Figure 1. Met2 routing (run 1).
Drawn at 3 px/um.
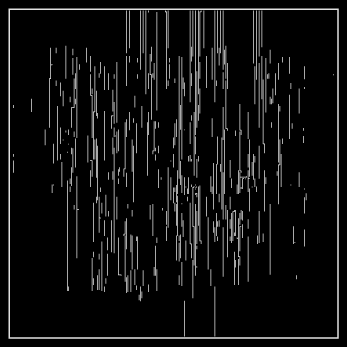
Figure 2. Congestion heat map (run 1).
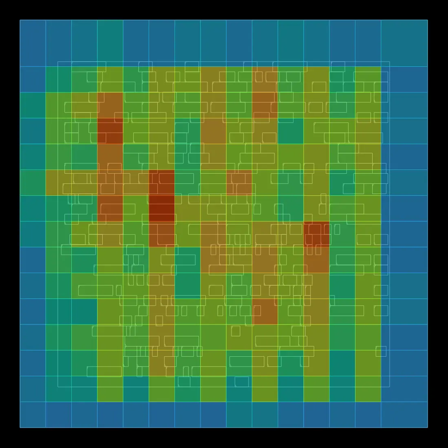
Figure 3. Sizing map (run 1).
Drawn at 4 px/um.
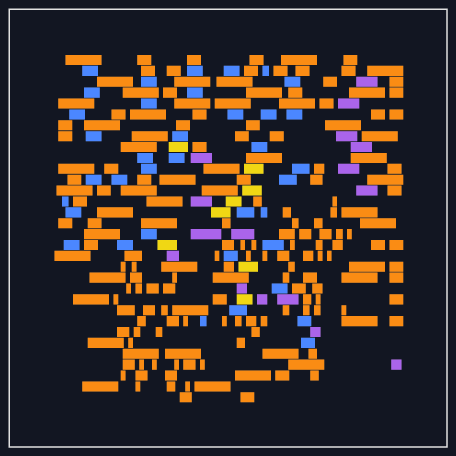
Figure 4. Sequential cells grouped by signal name (run 1).
Drawn at 3 px/um. Other sequential cells in the stronger gray, the rest of the logic in the fainter gray.
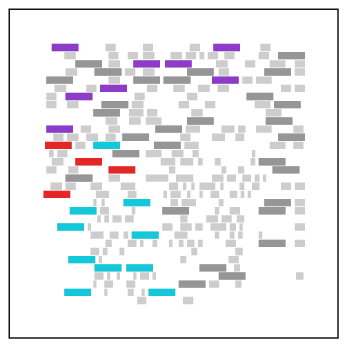
==> src/rtl/sys_cmd_parser.sv <==
// Frame decoder: assembles synchronized UART RX bytes into register-file and ALU commands,
// presented on a valid/ready interface with bad-opcode, timeout and drop error pulses.
module sys_cmd_parser #(
    parameter int unsigned DATA_WIDTH = 8,
    parameter int unsigned ADDR_WIDTH = 4,
    parameter int unsigned FUNC_WIDTH = 4,
    parameter int unsigned TIMEOUT    = 1023
) (
    input  logic                  CLK,
    input  logic                  RST,
    input  logic [DATA_WIDTH-1:0] RX_DATA_IN,
    input  logic                  RX_DATA_VALID,
    output logic                  CMD_VALID,
    input  logic                  CMD_READY,
    output logic [1:0]            CMD_TYPE,
    output logic [ADDR_WIDTH-1:0] CMD_ADDR,
    output logic [DATA_WIDTH-1:0] CMD_WDATA,
    output logic [DATA_WIDTH-1:0] CMD_OPA,
    output logic [DATA_WIDTH-1:0] CMD_OPB,
    output logic [FUNC_WIDTH-1:0] CMD_FUNC,
    output logic                  ERR_BAD_CMD,
    output logic                  ERR_TIMEOUT,
    output logic                  ERR_DROP
);

    localparam int unsigned     CntW    = $clog2(TIMEOUT + 1);
    localparam logic [CntW-1:0] CntLast = CntW'(TIMEOUT - 1);

    localparam logic [DATA_WIDTH-1:0] OpWrite   = DATA_WIDTH'(8'hAA);
    localparam logic [DATA_WIDTH-1:0] OpRead    = DATA_WIDTH'(8'hBB);
    localparam logic [DATA_WIDTH-1:0] OpAlu     = DATA_WIDTH'(8'hCC);
    localparam logic [DATA_WIDTH-1:0] OpAluNoOp = DATA_WIDTH'(8'hDD);

    localparam logic [1:0] TypeWrite   = 2'd0;
    localparam logic [1:0] TypeRead    = 2'd1;
    localparam logic [1:0] TypeAlu     = 2'd2;
    localparam logic [1:0] TypeAluNoOp = 2'd3;

    typedef enum logic [2:0] {
        StIdle,
        StGetAddr,
        StGetData,
        StGetOpa,
        StGetOpb,
        StGetFunc,
        StIssue
    } state_e;

    state_e                state_q;
    logic [CntW-1:0]       cnt_q;
    logic                  valid_q;
    logic [1:0]            type_q;
    logic [ADDR_WIDTH-1:0] addr_q;
    logic [DATA_WIDTH-1:0] wdata_q;
    logic [DATA_WIDTH-1:0] opa_q;
    logic [DATA_WIDTH-1:0] opb_q;
    logic [FUNC_WIDTH-1:0] func_q;
    logic                  err_bad_q;
    logic                  err_to_q;
    logic                  err_drop_q;

    always_ff @(posedge CLK or negedge RST) begin
        if (!RST) begin
            state_q    <= StIdle;
            cnt_q      <= '0;
            valid_q    <= 1'b0;
            type_q     <= '0;
            addr_q     <= '0;
            wdata_q    <= '0;
            opa_q      <= '0;
            opb_q      <= '0;
            func_q     <= '0;
            err_bad_q  <= 1'b0;
            err_to_q   <= 1'b0;
            err_drop_q <= 1'b0;
        end else begin
            err_bad_q  <= 1'b0;
            err_to_q   <= 1'b0;
            err_drop_q <= 1'b0;

            case (state_q)
                StIdle: begin
                    cnt_q <= '0;
                    if (RX_DATA_VALID) begin
                        if (RX_DATA_IN == OpWrite) begin
                            type_q  <= TypeWrite;
                            state_q <= StGetAddr;
                        end else if (RX_DATA_IN == OpRead) begin
                            type_q  <= TypeRead;
                            state_q <= StGetAddr;
                        end else if (RX_DATA_IN == OpAlu) begin
                            type_q  <= TypeAlu;
                            state_q <= StGetOpa;
                        end else if (RX_DATA_IN == OpAluNoOp) begin
                            type_q  <= TypeAluNoOp;
                            state_q <= StGetFunc;
                        end else begin
                            err_bad_q <= 1'b1;
                        end
                    end
                end

                StGetAddr, StGetData, StGetOpa, StGetOpb, StGetFunc: begin
                    if (RX_DATA_VALID) begin
                        cnt_q <= '0;
                        unique case (state_q)
                            StGetAddr: begin
                                addr_q <= RX_DATA_IN[ADDR_WIDTH-1:0];
                                if (type_q == TypeWrite) begin
                                    state_q <= StGetData;
                                end else begin
                                    state_q <= StIssue;
                                    valid_q <= 1'b1;
                                end
                            end
                            StGetData: begin
                                wdata_q <= RX_DATA_IN;
                                state_q <= StIssue;
                                valid_q <= 1'b1;
                            end
                            StGetOpa: begin
                                opa_q   <= RX_DATA_IN;
                                state_q <= StGetOpb;
                            end
                            StGetOpb: begin
                                opb_q   <= RX_DATA_IN;
                                state_q <= StGetFunc;
                            end
                            StGetFunc: begin
                                func_q  <= RX_DATA_IN[FUNC_WIDTH-1:0];
                                state_q <= StIssue;
                                valid_q <= 1'b1;
                            end
                            default: state_q <= StIdle;
                        endcase
                    end else if (cnt_q == CntLast) begin
                        // Abort the partial frame; captured fields are never issued.
                        state_q  <= StIdle;
                        cnt_q    <= '0;
                        err_to_q <= 1'b1;
                    end else begin
                        cnt_q <= cnt_q + CntW'(1);
                    end
                end

                StIssue: begin
                    cnt_q <= '0;
                    // Bytes arriving while a command is pending are lost, even on the accept edge.
                    if (RX_DATA_VALID) begin
                        err_drop_q <= 1'b1;
                    end
                    if (valid_q && CMD_READY) begin
                        valid_q <= 1'b0;
                        state_q <= StIdle;
                    end
                end

                default: begin
                    state_q <= StIdle;
                    cnt_q   <= '0;
                    valid_q <= 1'b0;
                end
            endcase
        end
    end

    assign CMD_VALID   = valid_q;
    assign CMD_TYPE    = type_q;
    assign CMD_ADDR    = addr_q;
    assign CMD_WDATA   = wdata_q;
    assign CMD_OPA     = opa_q;
    assign CMD_OPB     = opb_q;
    assign CMD_FUNC    = func_q;
    assign ERR_BAD_CMD = err_bad_q;
    assign ERR_TIMEOUT = err_to_q;
    assign ERR_DROP    = err_drop_q;

endmodule

==> config.mk <==
export PLATFORM = sky130hd
export DESIGN_NAME = sys_cmd_parser
export DESIGN_NICKNAME = d
export VERILOG_FILES = /design/src/rtl/sys_cmd_parser.sv
export SDC_FILE = /design/constraint.sdc
export NUM_CORES = 1
export LEC_CHECK = 0
export CELL_PAD_IN_SITES_DETAIL_PLACEMENT = 1
export CELL_PAD_IN_SITES_GLOBAL_PLACEMENT = 2
export CORE_MARGIN = 10
export CORE_UTILIZATION = 30
export DETAILED_ROUTE_END_ITERATION = 10
export GPL_TIMING_DRIVEN = 0
export PLACE_DENSITY_LB_ADDON = 0.1
export SLEW_MARGIN = 20
export SYNTH_ARGS = -nofsm -noshare
export SYNTH_HDL_FRONTEND = slang
export SYNTH_SLANG_ARGS = --single-unit
==> constraint.sdc <==
create_clock -name CLK -period 2.4 [get_ports CLK]
set_input_delay 0.48 -clock CLK [delete_from_list [all_inputs] [get_ports CLK]]
set_output_delay 0.48 -clock CLK [all_outputs]
set_load 0.005 [all_outputs]
==> flow_summary.yaml, run 1 <==
# generated from flow reports
clock_tree:
  clockBufferDepth: 2
  insertion_delay_ns: 0.30
  cts_tree: "yes"
  cts_max_level: 2
  clockRootBuffer: "clkbuf_8"
setup_path:
  r2r_slack_ns: 0.61
  worstPathArrival_ns: 2.30
  critPathCaptureType: "register"
  worstReg2RegStart: "state_q[2]$_DFFE_PN0P_"
  worst-path-stages: 5
  worst-setup-path-type: "input port to register"
  crit_path_top_delay_cell: "clkdlybuf4s50_1"
  crit_required_ns: 2.60
finish:
  drive_above_1_share_pct: 25.5
  nets: 252
  nFillCells: 843
  synthToLayoutAreaGrowth_pct: 29.2
  antennaDiodeCount: 0
route:
  drt-wirelength-per-cell_um: 17.5
  vias: 1664
  viasPerCell: 4.88
logic_synthesis:
  synth_area_sq_mm: 0.00238
  yosys_area_sq_mm: 0.00238
  syn_area_per_cell_sq_um: 12.9
  ys_seq_share_pct: 53.6
  ys_types: 44
  synth.most_common_cell: "dfrtp_1"
timing:
  period_needed_ns: 2.10
  finalCritPeriodShare_pct: 87.6
  max_freq_mhz: 476
  setup-tns-final_ns: 0
pwr:
  ir_worst_vdd_v: 0.000416
  p_leak_nw: 1.30
placement:
  post-place-ws_ns: -0.0543
flow_run:
  maxCapViolCount: 0
  tool_warnings: 27
outcome:
  status: "completed"
floorplanning:
  ios: 50
  die_y_um: 109
grt:
  grt_max_degree: 52
Back to the opening pictures, Figure 1:
wire length on this layer: 2,840 um
nets with wire on the layer: 228
main direction: vertical

Back to the opening pictures, Figure 2:
grt met2 use: 17.3%
met3 Usage GRT: 3.36%
met1 Usage GRT: 12.4%
Final Core Density: 39.8%
GRT Util Overall: 10.4%

Back to the opening pictures, Figure 3:
| color | size | cells |
|---|---|---|
| purple | drive 3 to 4 | 16 |
| blue | drive 2 | 37 |
| yellow | drive 6 and up | 8 |
| orange | drive 1 or less | 178 |

Back to the opening pictures, Figure 4:
| color | name in the netlist | sequential cells |
|---|---|---|
| cyan | cnt_q | 10 |
| purple | CMD_OPB | 8 |
| red | CMD_FUNC | 4 |
not colored: 29

[run 1: metal layers]
| layer | global-route usage (%) | wire, um | vias up |
|---|---|---|---|
| li1 | - | - | 770 |
| met1 | 12.4 | 2670 | 847 |
| met2 | 17.3 | 2840 | 41 |
| met3 | 3.36 | 426 | 6 |
| met4 | 3.11 | 50 | 0 |
| met5 | 0 | 0 | - |
[run 1: worst min path at each step]
stage	start	depth (start not counted)	slack [ns]	to
final	RST	1	0.19	ERR_TIMEOUT$_DFF_PN0_
after global routing	RST	1	0.25	state_q[2]$_DFFE_PN0P_
after CTS	RST	1	0.23	state_q[2]$_DFFE_PN0P_
after detailed placement	CMD_FUNC[0]$_DFFE_PN0P_	1	0.50	CMD_FUNC[0]$_DFFE_PN0P_
after global placement	CMD_FUNC[2]$_DFFE_PN0P_	1	0.49	CMD_FUNC[2]$_DFFE_PN0P_
after floorplan	RST	0	0.18	CMD_ADDR[0]$_DFFE_PN0P_
[run 1: report_power, final]
part	internal [mW]	switching [mW]	total, mW
combinational	0.959	0.563	1.52
clock	0.236	0.305	0.541
sequential	1.18	0.180	1.36
total	2.38	1.05	3.43
[run 1: registers in the layout, indices dropped and copies added, names as in the netlist, 2 cells and up]
name / count
CMD_ADDR: 4
state_q: 3
CMD_OPA: 8
CMD_WDATA: 8
CMD_FUNC: 4
CMD_OPB: 8
cnt_q: 10
CMD_TYPE: 2
[run 1: through the flow]
stage | util, % | area, sq um | std cells
after floorplan | - | 2380 | 184
after CTS | 39.8 | 3070 | 341
final | 39.8 | 3070 | 341
after global routing | 39.8 | 3070 | 341
after detailed placement | 38.5 | 2980 | 333
after global placement | 38.5 | 2980 | 333
[run 1: placed cells by master, fill, tap and decap left out, types with 2 or more instances in the layout]
cell and count:
dfrtp_1 51, clkdlybuf4s50_1 46, buf_6 2, nor3_2 2, nor2_1 14, o21ai_0 4
and4bb_2 3, nand4_1 3, and2_1 2, and3_1 2, nand2_1 10, nor2b_1 2
mux2_2 25, a211oi_1 2, clkbuf_8 6, xor2_1 6, ha_1 2, nand3_1 8
buf_2 3, buf_4 3, inv_1 3, xnor2_1 3, nor3b_1 2, mux2_4 9
and4_1 3
[run 1: final cells by class]
class	instances	area (sq um)	share of cell area, %
buffer	8	57.6	1.87
clock buffer	6	82.6	2.69
clock inverter	2	16.3	0.529
inverter	3	11.3	0.366
multi-input combinational	122	1030	33.7
sequential	51	1280	41.5
tap	102	128	4.15
timing repair buffer	47	468	15.2
[run 1: logic make-up after synthesis]
group                      Yosys count  synth area share [%]
AOI/OAI and AO/OA                   18                  5.94
and+or+nand+nor                     59                  15.7
adders and majority gates            2                  1.05
muxes                               34                  17.5
buffers and inverters               11                  2.89
xor gates and xnor gates             9                  3.31
DFF                                 51                  53.6
==> inputs of run 2 (changes only) <==
--- a/config.mk
+++ b/config.mk
@@ -12,7 +12,6 @@
 export DETAILED_ROUTE_END_ITERATION = 10
 export GPL_TIMING_DRIVEN = 0
 export PLACE_DENSITY_LB_ADDON = 0.1
-export SLEW_MARGIN = 20
 export SYNTH_ARGS = -nofsm -noshare
 export SYNTH_HDL_FRONTEND = slang
 export SYNTH_SLANG_ARGS = --single-unit
Figure 5. Met2 routing (run 2).
Drawn at 3 px/um.
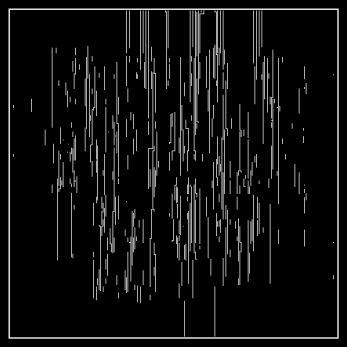
longest straight run: 48.6 um
wire length on this layer: 2,800 um
share of all routed wire: 47%

Figure 6. Congestion heat map (run 2).
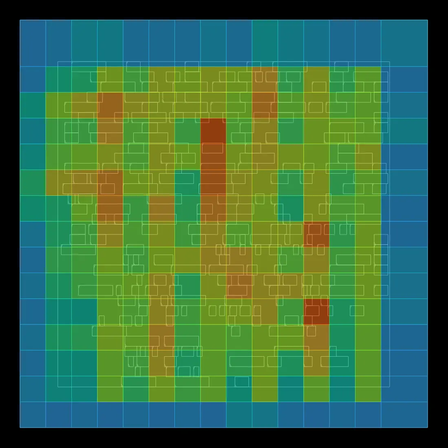
grt met2 use: 16.5%
Routed WL per cell: 17.6 um
Most Crowded Layer GR: met2
met1 Usage GRT: 12.4%
GRT Util Overall: 10.2%

==> flow_summary.yaml, run 2 <==
# generated from flow reports
outcome:
  status: "completed"
setup_path:
  worst-setup-path-type: "input port to register"
  critPathCaptureType: "register"
  crit_required_ns: 2.60
  worstPathArrival_ns: 2.28
  worstReg2RegStart: "state_q[2]$_DFFE_PN0P_"
logic_synthesis:
  synth_area_sq_mm: 0.00238
  synth.most_common_cell: "dfrtp_1"
  ys_seq_share_pct: 53.6
  yosys.area_share.aoi_pct: 5.94
  ys.warnings.count: 0
  syn_area_per_cell_sq_um: 12.9
  simple_gate_area_share_pct: 15.7
  logic_family: "multiplexers"
  yosys.area_share.xor_xnor_pct: 3.31
  syn_inst: 184
  muxShareOfSynthArea_pct: 17.5
  fp_nets: 198
  yosys_area_sq_mm: 0.00238
  ys_types: 44
  ys_top_cells_by_count: "51 x dfrtp_1, 25 x mux2_2, 14 x nor2_1, 10 x nand2_1, 9 x mux2_4"
  adder_share_pct: 1.05
clock_tree:
  clockBufferDepth: 2
  cts_tree: "yes"
  path_clk_slew_ns: 0.10
  cts_max_level: 2
  cts_setup_buffers: 0
  cts_sinks: 51
  cts_resized: 0
  insertion_delay_ns: 0.30
  clockRootBuffer: "clkbuf_8"
timing:
  period_needed_ns: 2.08
  worst_pin_slew_ns: 0.740
  finClkSkew_ns: 0.0117
  max_freq_mhz: 480
  setup-tns-final_ns: 0
  finalCritPeriodShare_pct: 86.7
finish:
  largest_reg_flops: 10
  nets: 253
  design_area_sq_mm: 0.00308
  drive_above_1_share_pct: 25.5
  final_layout_top_logic_cell: "dfrtp_1"
  layout_top_cells: "51 x dfrtp_1, 46 x clkdlybuf4s50_1, 25 x mux2_2"
  antennaDiodeCount: 0
  synthToLayoutAreaGrowth_pct: 29.2
  nFillCells: 833
  top_register: "cnt_q"
flow_run:
  tool_warnings: 27
  maxCapViolCount: 0
route:
  drc_errors: 0
  vias: 1610
  firstDrtPassIters: 4
  viasPerCell: 4.72
floorplanning:
  ios: 50
  dieWidth_um: 109
  die_y_um: 109
placement:
  dp_hpwl_um: 4480
  dpl_cell_area_sq_mm: 0.00299
  post-place-ws_ns: -0.0535
grt:
  grt_antenna_before_repair: 0
  grt_max_degree: 29
pwr:
  ir_worst_vdd_v: 0.000402
  p_leak_nw: 1.30
Figure 7. Close-up of the layout (run 2).
Window x 42 to 67, y 42 to 67 um. Cells in gray, sequential cells in the stronger gray; small squares are vias.
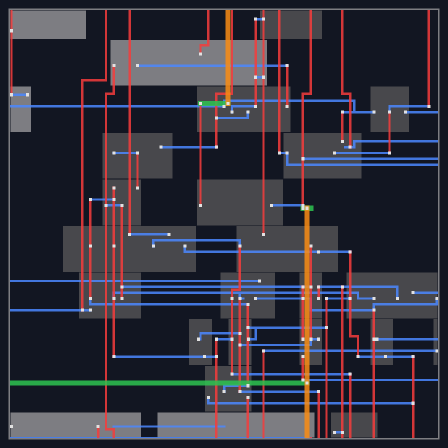
| color | layer |
|---|---|
| orange | met4 |
| red | met2 |
| blue | met1 |
| green | met3 |
sequential cells in the window: 3
cells with their middle in the window: 22
most frequent: dfrtp_1 (3), inv_1 (2), nand2_1 (2)

## run 2: cell types whose count changed in the layout (fill, tap and decap cells not counted)
cell / previous run / this run
clkinv_2: 0 / 1
buf_2: 3 / 4
clkbuf_8: 6 / 5
buf_4: 3 / 2
clkinvlp_4: 1 / 0
buf_12: 0 / 1
## run 2: layer usage
metal,up-vias,global-route usage [%],wire length [um]
met5,-,0,0
met4,0,2.54,45
met3,5,4.01,430
met2,31,16.5,2800
met1,798,12.4,2720
li1,776,-,-
## run 2: stage by stage
step	util, %	power [mW]	cells	hold slack, ns
after floorplan	-	2.12	184	0.184
after global placement	38.5	2.93	333	0.487
after detailed placement	38.7	2.95	334	0.495
after CTS	39.8	3.46	341	0.174
after global routing	39.8	3.64	341	0.188
final	39.8	3.38	341	0.156
## run 2: cells by family (layout without fill, tap and decap cells)
| group | after synthesis | in the layout |
|---|---|---|
| fa+ha+maj | 2 | 2 |
| xor+xnor | 9 | 9 |
| mux | 34 | 34 |
| compound gates | 18 | 18 |
| buf+inv | 11 | 66 |
| simple gates | 59 | 59 |
| flops | 51 | 51 |
## run 2: worst paths after layout
kind | slack (ns) | cells past startpoint | to
max in group asynchronous | 1.69 | 2 | CMD_ADDR[2]$_DFFE_PN0P_
max | 0.32 | 5 | state_q[1]$_DFFE_PN0P_
min | 0.16 | 1 | state_q[2]$_DFFE_PN0P_
max reg2reg | 0.62 | 3 | CMD_WDATA[0]$_DFFE_PN0P_
min reg2reg | 0.51 | 1 | cnt_q[0]$_DFF_PN0_
min in group CLK | 0.51 | 1 | cnt_q[0]$_DFF_PN0_
## run 2: cell type report
| class | count | area [sq um] | share of cell area, % |
|---|---|---|---|
| flip-flops and latches | 51 | 1280 | 41.5 |
| multi-input cells | 122 | 1030 | 33.6 |
| repair buffers | 48 | 485 | 15.8 |
| well taps | 102 | 128 | 4.15 |
| clock buffers | 5 | 68.8 | 2.24 |
| plain buffers | 8 | 57.6 | 1.87 |
| clock inverters | 2 | 13.8 | 0.448 |
| inverters | 3 | 11.3 | 0.366 |
## run 2: worst max-delay path: stages
cell and delay, ns:
clkdlybuf4s50_1 0.60, and4bb_2 0.44, o2111ai_1 0.15, a22oi_2 0.24, mux2_2 0.37
## run 2: power by group
group	internal [mW]	switching (mW)	leakage, nW
Clock	0.200	0.296	0.0440
Sequential	1.18	0.178	0.638
Combinational	0.963	0.563	0.623
Total	2.35	1.04	1.30
==> inputs of run 3 (changes only) <==
--- a/config.mk
+++ b/config.mk
@@ -8,7 +8,7 @@
 export CELL_PAD_IN_SITES_DETAIL_PLACEMENT = 1
 export CELL_PAD_IN_SITES_GLOBAL_PLACEMENT = 2
 export CORE_MARGIN = 10
-export CORE_UTILIZATION = 30
+export CORE_UTILIZATION = 35
 export DETAILED_ROUTE_END_ITERATION = 10
 export GPL_TIMING_DRIVEN = 0
 export PLACE_DENSITY_LB_ADDON = 0.1
Figure 8. Met2 routing (run 3).
Drawn at 4 px/um.
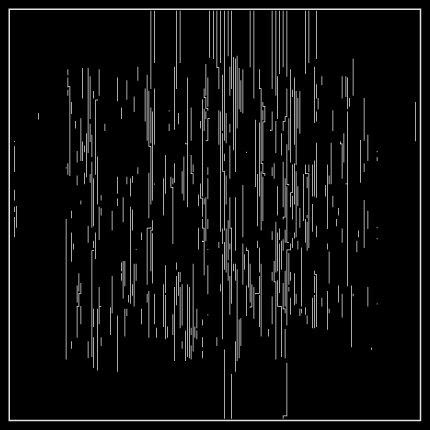
nets with wire on the layer: 234
wire length on this layer: 2,980 um
main direction: vertical
longest straight run: 43.5 um

Figure 9. Congestion heat map (run 3).
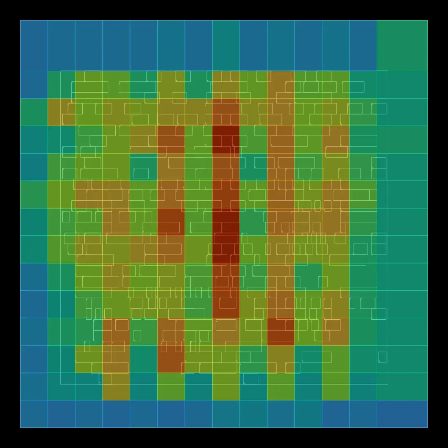
met3 Usage GRT: 4.59%
Routed WL per cell: 19.3 um

==> flow_summary.yaml, run 3 <==
# generated from flow reports
flow_run:
  maxCapViolCount: 0
logic_synthesis:
  syn_area_per_cell_sq_um: 12.9
  synth.most_common_cell: "dfrtp_1"
  ys_types: 44
  syn_inst: 184
  synth_area_sq_mm: 0.00238
  yosys_area_sq_mm: 0.00238
  ys_seq_share_pct: 53.6
  ys.warnings.count: 0
  ys_top_cells_by_count: "51 x dfrtp_1, 25 x mux2_2, 14 x nor2_1, 10 x nand2_1, 9 x mux2_4"
  fp_nets: 198
route:
  ant_nets: 0
  viasPerCell: 5.25
  firstDrtPassIters: 3
  vias: 1663
clock_tree:
  path_clk_slew_ns: 0.10
  insertion_delay_ns: 0.30
  clockRootBuffer: "clkbuf_8"
  clockBufferDepth: 2
  cts_resized: 0
  cts_max_level: 2
setup_path:
  worst-setup-path-type: "input port to register"
  crit_required_ns: 2.60
  worstPathArrival_ns: 2.34
  ff2ff_path_depth: 3
  worstReg2RegStart: "state_q[2]$_DFFE_PN0P_"
pwr:
  p_leak_nw: 1.32
  ir_worst_vdd_v: 0.000474
timing:
  worst_pin_slew_ns: 0.819
  finalCritPeriodShare_pct: 89.3
  period_needed_ns: 2.14
outcome:
  status: "completed"
placement:
  dpl_cell_area_sq_mm: 0.00296
  dp_hpwl_um: 4580
finish:
  layout_top_cells: "51 x dfrtp_1, 46 x clkdlybuf4s50_1, 25 x mux2_2"
  final_layout_top_logic_cell: "dfrtp_1"
  nFillCells: 681
  largest_reg_flops: 10
  nets: 253
  antennaDiodeCount: 0
  combGateArea_sq_mm: 0.00103
  top_register: "cnt_q"
  drive_above_1_share_pct: 25.8
  seqCellArea_sq_mm: 0.00128
floorplanning:
  die_y_um: 102
  dieWidth_um: 102
  ios: 50
grt:
  grt_antenna_before_repair: 0
  grt_max_degree: 32
  busiest_layer: "met2"
  gr-usage-met2_pct: 19.6
Figure 10. Close-up of the layout (run 3).
Window x 39 to 64, y 39 to 64 um. Cells in gray, sequential cells in the stronger gray; small squares are vias.
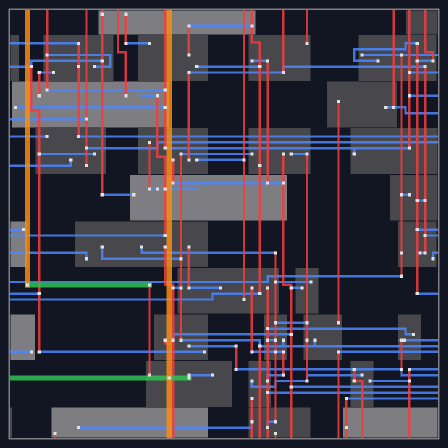
| color | layer |
|---|---|
| blue | met1 |
| green | met3 |
| orange | met4 |
| red | met2 |
cells with their middle in the window: 27
most frequent: dfrtp_1 (5), mux2_2 (4)
sequential cells in the window: 5

## run 3: cell count changes in the layout (fill, tap and decap cells not counted)
| cell | previous run | this run |
|---|---|---|
| bufinv_16 | 0 | 1 |
## run 3: logic make-up after synthesis
family / synth area share (%)
xor+xnor: 3.31
mux: 17.5
compound gates: 5.94
buf+inv: 2.89
simple gates: 15.7
flops: 53.6
fa+ha+maj: 1.05
## run 3: through the flow
stage	hold WS [ns]	worst slack [ns]	std cells	util [%]	power [mW]
floorplan	0.184	0.701	184	-	2.12
finish	0.128	0.258	317	47.3	3.53
CTS	0.135	0.307	317	47.3	3.59
global placement	0.490	-0.583	308	45.4	2.90
detailed placement	0.477	-0.0333	309	45.6	2.96
global route	0.153	0.163	317	47.3	3.76
## run 3: worst max-delay path by stage
stage	cells past startpoint	slack [ns]	endpoint	start
after floorplan	5	0.70	state_q[1]$_DFFE_PN0P_	RX_DATA_IN[0]
after global placement	1	-0.58	CMD_WDATA[3]$_DFFE_PN0P_	RST
after detailed placement	4	-0.03	CMD_WDATA[7]$_DFFE_PN0P_	RX_DATA_VALID
after CTS	4	0.31	CMD_WDATA[5]$_DFFE_PN0P_	RX_DATA_VALID
after global routing	4	0.16	CMD_WDATA[5]$_DFFE_PN0P_	RX_DATA_VALID
final	4	0.26	CMD_WDATA[7]$_DFFE_PN0P_	RX_DATA_VALID
## run 3: worst max-delay path, cell delays in order
cell,delay (ns)
clkdlybuf4s50_1,0.64
nand2_1,0.16
nor3_2,0.64
mux2_2,0.42
## run 3: layer usage
| metal | wire, um | up-vias |
|---|---|---|
| li1 | - | 780 |
| met1 | 2650 | 846 |
| met2 | 2980 | 31 |
| met3 | 409 | 6 |
| met4 | 83 | 0 |
| met5 | 0 | - |
## run 3: area by class of cell
cell class	instances	share of cell area [%]
timing repair buffer	48	15.8
multi-input combinational	122	33.7
clock inverter	3	1.42
sequential	51	41.5
clock buffer	5	2.24
inverter	3	0.366
tap	77	3.13
buffer	8	1.87
## run 3: power breakdown
| part | internal (mW) | switching [mW] |
|---|---|---|
| sequential | 1.18 | 0.198 |
| combinational | 0.963 | 0.575 |
| clock | 0.311 | 0.298 |
| total | 2.46 | 1.07 |
Power figures rest on the tool's default switching activity, not on a simulated workload.
